`config.mk`:
```
export PLATFORM = sky130hd
export DESIGN_NAME = m_countdown_ctrl_flat
export DESIGN_NICKNAME = d
export VERILOG_FILES = /design/src/rtl/m_countdown_ctrl_pkg.sv /design/src/rtl/m_countdown_ctrl_if.sv /design/src/rtl/m_tick_gen.sv /design/src/rtl/m_countdown_ctrl.sv /design/src/flat_wrapper.sv
export SDC_FILE = /design/constraint.sdc
export NUM_CORES = 1
export LEC_CHECK = 0
export CAP_MARGIN = 20
export CORE_MARGIN = 2
export CORE_UTILIZATION = 67
export CTS_BUF_LIST = sky130_fd_sc_hd__clkbuf_8
export DETAILED_ROUTE_END_ITERATION = 10
export DONT_BUFFER_PORTS = 1
export PLACE_DENSITY = 0.87
export SLEW_MARGIN = 20
export SYNTH_ARGS = -nofsm -noshare
export SYNTH_HDL_FRONTEND = slang
export SYNTH_HIERARCHICAL = 1
export SYNTH_SLANG_ARGS = --single-unit
```
`constraint.sdc`:
```
create_clock -name clk -period 5.48 [get_ports clk]
set_clock_uncertainty 0.15 [all_clocks]
set_input_delay 0.822 -clock clk [delete_from_list [all_inputs] [get_ports clk]]
set_output_delay 0.822 -clock clk [all_outputs]
set_load 0.02 [all_outputs]
```
`src/rtl/m_countdown_ctrl_pkg.sv`:
```
// m_countdown_ctrl_pkg: shared state encoding and BCD digit limits for the countdown timer
package m_countdown_ctrl_pkg;
  typedef enum logic [1:0] {
    IDLE  = 2'd0,
    RUN   = 2'd1,
    PAUSE = 2'd2,
    ALARM = 2'd3
  } state_t;
  localparam logic [3:0] BCD_ONES_MAX = 4'd9;
  localparam logic [3:0] BCD_TENS_MAX = 4'd5;
endpackage

```
`src/rtl/m_countdown_ctrl_if.sv`:
```
// m_countdown_ctrl_if: button pulses in, BCD digits and status flags out
//   btn_start/btn_clear/btn_min/btn_sec : single-cycle request pulses
//   min_tens/min_ones/sec_tens/sec_ones  : MM:SS as four BCD digits
//   running/done/alarm                   : status flags
interface m_countdown_ctrl_if;
  logic       btn_start;
  logic       btn_clear;
  logic       btn_min;
  logic       btn_sec;
  logic [3:0] min_tens;
  logic [3:0] min_ones;
  logic [3:0] sec_tens;
  logic [3:0] sec_ones;
  logic       running;
  logic       done;
  logic       alarm;
  modport master (
    output btn_start, btn_clear, btn_min, btn_sec,
    input  min_tens, min_ones, sec_tens, sec_ones, running, done, alarm
  );
  modport slave (
    input  btn_start, btn_clear, btn_min, btn_sec,
    output min_tens, min_ones, sec_tens, sec_ones, running, done, alarm
  );
endinterface

```
`src/rtl/m_tick_gen.sv`:
```
// m_tick_gen: modulo-DIV enable counter producing a one-cycle tick on its last count
//   clk, rst_n : clock, synchronous active-low reset
//   en         : advance the counter (holds otherwise)
//   clr        : force the counter to zero
//   tick       : high while count == DIV-1 and en
module m_tick_gen #(
  parameter int DIV = 50000000
) (
  input  logic clk,
  input  logic rst_n,
  input  logic en,
  input  logic clr,
  output logic tick
);
  localparam int W = $clog2(DIV);
  localparam logic [W-1:0] LAST = W'(DIV - 1);
  logic [W-1:0] cnt_q, cnt_d;
  always_comb begin
    tick  = en && (cnt_q == LAST);
    cnt_d = (clr || tick) ? '0 : en ? cnt_q + W'(1) : cnt_q;
  end
  always_ff @(posedge clk) cnt_q <= !rst_n ? '0 : cnt_d;
endmodule

```
`src/rtl/m_countdown_ctrl.sv`:
```
// m_countdown_ctrl: MM:SS kitchen-timer controller with set, start/pause, clear and alarm
//   clk, rst_n : clock, synchronous active-low reset
//   bus        : slave side of m_countdown_ctrl_if (buttons in, digits and flags out)
module m_countdown_ctrl
  import m_countdown_ctrl_pkg::*;
#(
  parameter int TICK_DIV  = 50000000,
  parameter int ALARM_SEC = 5
) (
  input logic                 clk,
  input logic                 rst_n,
  m_countdown_ctrl_if.slave   bus
);
  localparam int AW = $clog2(ALARM_SEC + 1);
  function automatic logic [7:0] bcd_inc59(input logic [7:0] v);
    return (v[3:0] != BCD_ONES_MAX) ? {v[7:4], v[3:0] + 4'd1} :
           (v[7:4] != BCD_TENS_MAX) ? {v[7:4] + 4'd1, 4'd0} : 8'h00;
  endfunction
  function automatic logic [15:0] bcd_dec(input logic [15:0] v);
    logic [3:0] mt, mo, st, so;
    {mt, mo, st, so} = v;
    if (so != 4'd0) so = so - 4'd1;
    else begin
      so = BCD_ONES_MAX;
      if (st != 4'd0) st = st - 4'd1;
      else begin
        st = BCD_TENS_MAX;
        if (mo != 4'd0) mo = mo - 4'd1;
        else begin
          mo = BCD_ONES_MAX;
          mt = (mt != 4'd0) ? mt - 4'd1 : 4'd0;
        end
      end
    end
    return {mt, mo, st, so};
  endfunction
  state_t        state_q, state_d;
  logic [15:0]   time_q, time_d, time_dec;
  logic [AW-1:0] acnt_q, acnt_d;
  logic          running_q, running_d, done_q, done_d, alarm_q, alarm_d;
  logic          tick, tick_en, tick_clr;
  m_tick_gen #(.DIV(TICK_DIV)) u_tick (
    .clk   (clk),
    .rst_n (rst_n),
    .en    (tick_en),
    .clr   (tick_clr),
    .tick  (tick)
  );
  always_comb begin
    state_d  = state_q;
    time_d   = time_q;
    acnt_d   = acnt_q;
    done_d   = 1'b0;
    time_dec = bcd_dec(time_q);
    case (state_q)
      IDLE: begin
        if (bus.btn_clear) time_d = '0;
        else if (bus.btn_start) state_d = (time_q != '0) ? RUN : IDLE;
        else begin
          if (bus.btn_min) time_d[15:8] = bcd_inc59(time_q[15:8]);
          if (bus.btn_sec) time_d[7:0]  = bcd_inc59(time_q[7:0]);
        end
      end
      RUN: begin
        if (bus.btn_clear) begin
          state_d = IDLE;
          time_d  = '0;
        end else begin
          if (bus.btn_start) state_d = PAUSE;
          if (tick) begin
            time_d = time_dec;
            if (time_dec == '0) begin
              state_d = ALARM;
              done_d  = 1'b1;
              acnt_d  = '0;
            end
          end
        end
      end
      PAUSE: begin
        if (bus.btn_clear) begin
          state_d = IDLE;
          time_d  = '0;
        end else if (bus.btn_start) state_d = RUN;
      end
      default: begin
        if (bus.btn_clear || bus.btn_start) state_d = IDLE;
        else if (tick) begin
          acnt_d = acnt_q + AW'(1);
          if (acnt_q == AW'(ALARM_SEC - 1)) state_d = IDLE;
        end
      end
    endcase
    running_d = (state_d == RUN);
    alarm_d   = (state_d == ALARM);
    tick_en   = (state_q == RUN) || (state_q == ALARM);
    tick_clr  = (state_q == IDLE) || (state_d == IDLE);
  end
  always_ff @(posedge clk) begin
    if (!rst_n) begin
      state_q   <= IDLE;
      time_q    <= '0;
      acnt_q    <= '0;
      running_q <= 1'b0;
      done_q    <= 1'b0;
      alarm_q   <= 1'b0;
    end else begin
      state_q   <= state_d;
      time_q    <= time_d;
      acnt_q    <= acnt_d;
      running_q <= running_d;
      done_q    <= done_d;
      alarm_q   <= alarm_d;
    end
  end
  assign {bus.min_tens, bus.min_ones, bus.sec_tens, bus.sec_ones} = time_q;
  assign bus.running = running_q;
  assign bus.done    = done_q;
  assign bus.alarm   = alarm_q;
endmodule

```
`src/flat_wrapper.sv`:
```
// flat-port wrapper written by rule: the top's interface ports become plain ports
module m_countdown_ctrl_flat import m_countdown_ctrl_pkg::*;
#(
  parameter int TICK_DIV  = 50000000,
  parameter int ALARM_SEC = 5
)
  (clk, rst_n, bus_btn_start, bus_btn_clear, bus_btn_min, bus_btn_sec, bus_min_tens, bus_min_ones, bus_sec_tens, bus_sec_ones, bus_running, bus_done, bus_alarm);
  m_countdown_ctrl_if bus_i ();
  input logic clk;
  input logic rst_n;
  input wire logic [$bits(bus_i.btn_start)-1:0] bus_btn_start;
  input wire logic [$bits(bus_i.btn_clear)-1:0] bus_btn_clear;
  input wire logic [$bits(bus_i.btn_min)-1:0] bus_btn_min;
  input wire logic [$bits(bus_i.btn_sec)-1:0] bus_btn_sec;
  output wire logic [$bits(bus_i.min_tens)-1:0] bus_min_tens;
  output wire logic [$bits(bus_i.min_ones)-1:0] bus_min_ones;
  output wire logic [$bits(bus_i.sec_tens)-1:0] bus_sec_tens;
  output wire logic [$bits(bus_i.sec_ones)-1:0] bus_sec_ones;
  output wire logic [$bits(bus_i.running)-1:0] bus_running;
  output wire logic [$bits(bus_i.done)-1:0] bus_done;
  output wire logic [$bits(bus_i.alarm)-1:0] bus_alarm;
  assign bus_i.btn_start = bus_btn_start;
  assign bus_i.btn_clear = bus_btn_clear;
  assign bus_i.btn_min = bus_btn_min;
  assign bus_i.btn_sec = bus_btn_sec;
  assign bus_min_tens = bus_i.min_tens;
  assign bus_min_ones = bus_i.min_ones;
  assign bus_sec_tens = bus_i.sec_tens;
  assign bus_sec_ones = bus_i.sec_ones;
  assign bus_running = bus_i.running;
  assign bus_done = bus_i.done;
  assign bus_alarm = bus_i.alarm;
  m_countdown_ctrl #(.TICK_DIV(TICK_DIV), .ALARM_SEC(ALARM_SEC)) u_core (.clk(clk), .rst_n(rst_n), .bus(bus_i));
endmodule
```
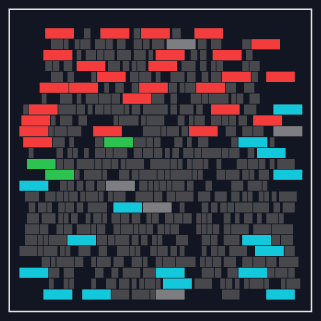
(where the registers sit)
Drawn at 4 px/um.
name in the netlist	color	placed flops
u_core/u_tick/cnt_q	red	26
u_core/time_q	cyan	16
u_core/acnt_q	green	3

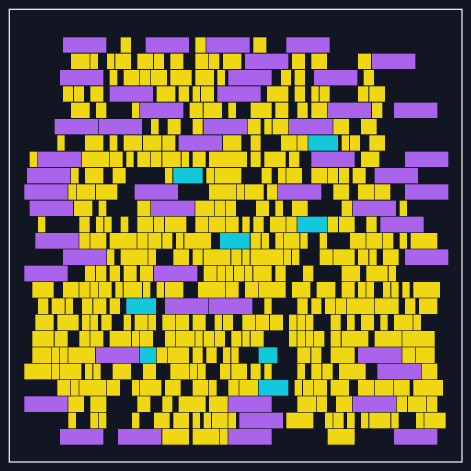
(placed cells, one color a class)
Drawn at 6 px/um.
class	color	cells	share of their area
flip-flops	purple	50	29%
clock drivers and dummy loads	cyan	8	2.9%
all other logic	yellow	362	68%
Core ar.: 4820 sq um
Util after Layout: 0.723
Core Rows: 25
final instance area: 3480 sq um
Seq area share: 0.287

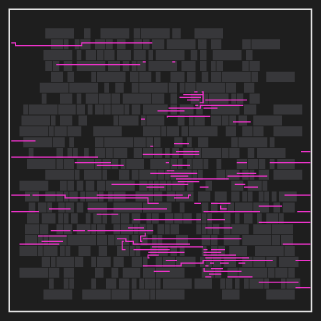
(metal 3)
Drawn at 4 px/um. Cells faint in the background.
longest straight run	24.4 um
nets with wire on the layer	71
Via Count: 3302
met3 global-route usage: 0.0830

==> results.json <==
{
  "status": "completed",
  "ys_cells": 430,
  "yosys_warnings": 6,
  "hold_buffers": 0,
  "grt_pass1_wl_mm": 13.2,
  "p_total_uw": 874,
  "regToRegSetupSlack_ns": 1.39,
  "path_class": "flip-flop to flip-flop",
  "cts_tree": "done",
  "lay_top_count": "dfxtp_1",
  "end_kind": "flip-flop",
  "largest-register": "u_core/u_tick/cnt_q",
  "worstMarginPinSlew_ns": 1.03,
  "cp.arrival_ns": 4.18,
  "comb_cells": 340,
  "slowest_stage": "nor3b_2",
  "nonClkBufAreaFrac": 0,
  "antenna_left": 0,
  "grtUsageMet1": 0.418,
  "top_cell": "dfxtp_1",
  "fmax_mhz": 245,
  "setup_viol": 0,
  "cts_root_buf": "clkbuf_8",
  "ios": 25,
  "die_area_sq_um": 5660,
  "maxPowerGroup": "registers",
  "tool_warnings": 38,
  "switching_share": 0.356,
  "whs_ns": 0.341,
  "drcViolationCount": 0,
  "maxCapViolCount": 0,
  "crit_family": "simple AND/OR/NAND/NOR gates",
  "largest_reg_flops": 26,
  "largest_area_cell": "dfxtp_1",
  "crit_buf_inv": 1,
  "post_dp_cell_area_sq_um": 3390,
  "powerSeq_uw": 406,
  "route.met3.wl_um": 716,
  "min_path_cells": 2,
  "period_needed_ns": 4.09,
  "path_max_fanout": 25,
  "comb_power_share": 0.265,
  "pwr-share-seq": 0.464
}
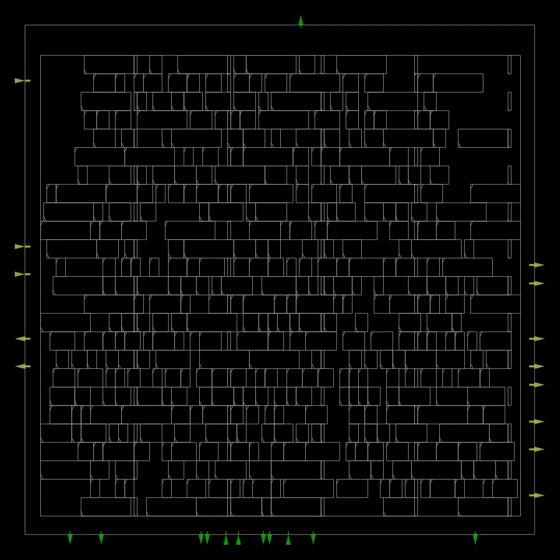
(placed standard cells)
final std cells w/o fill: 487
tap cell count: 67
flop count: 50

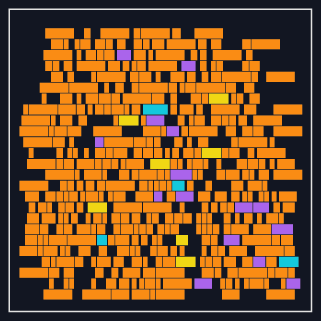
(sizing map)
Drawn at 4 px/um.
size	color	cells	share
drive 1 or less	orange	394	94%
drive 6 and up	yellow	7	1.7%
drive 3 to 4	cyan	4	0.95%
drive 2	purple	15	3.6%

Power and IR drop assume default switching activity.
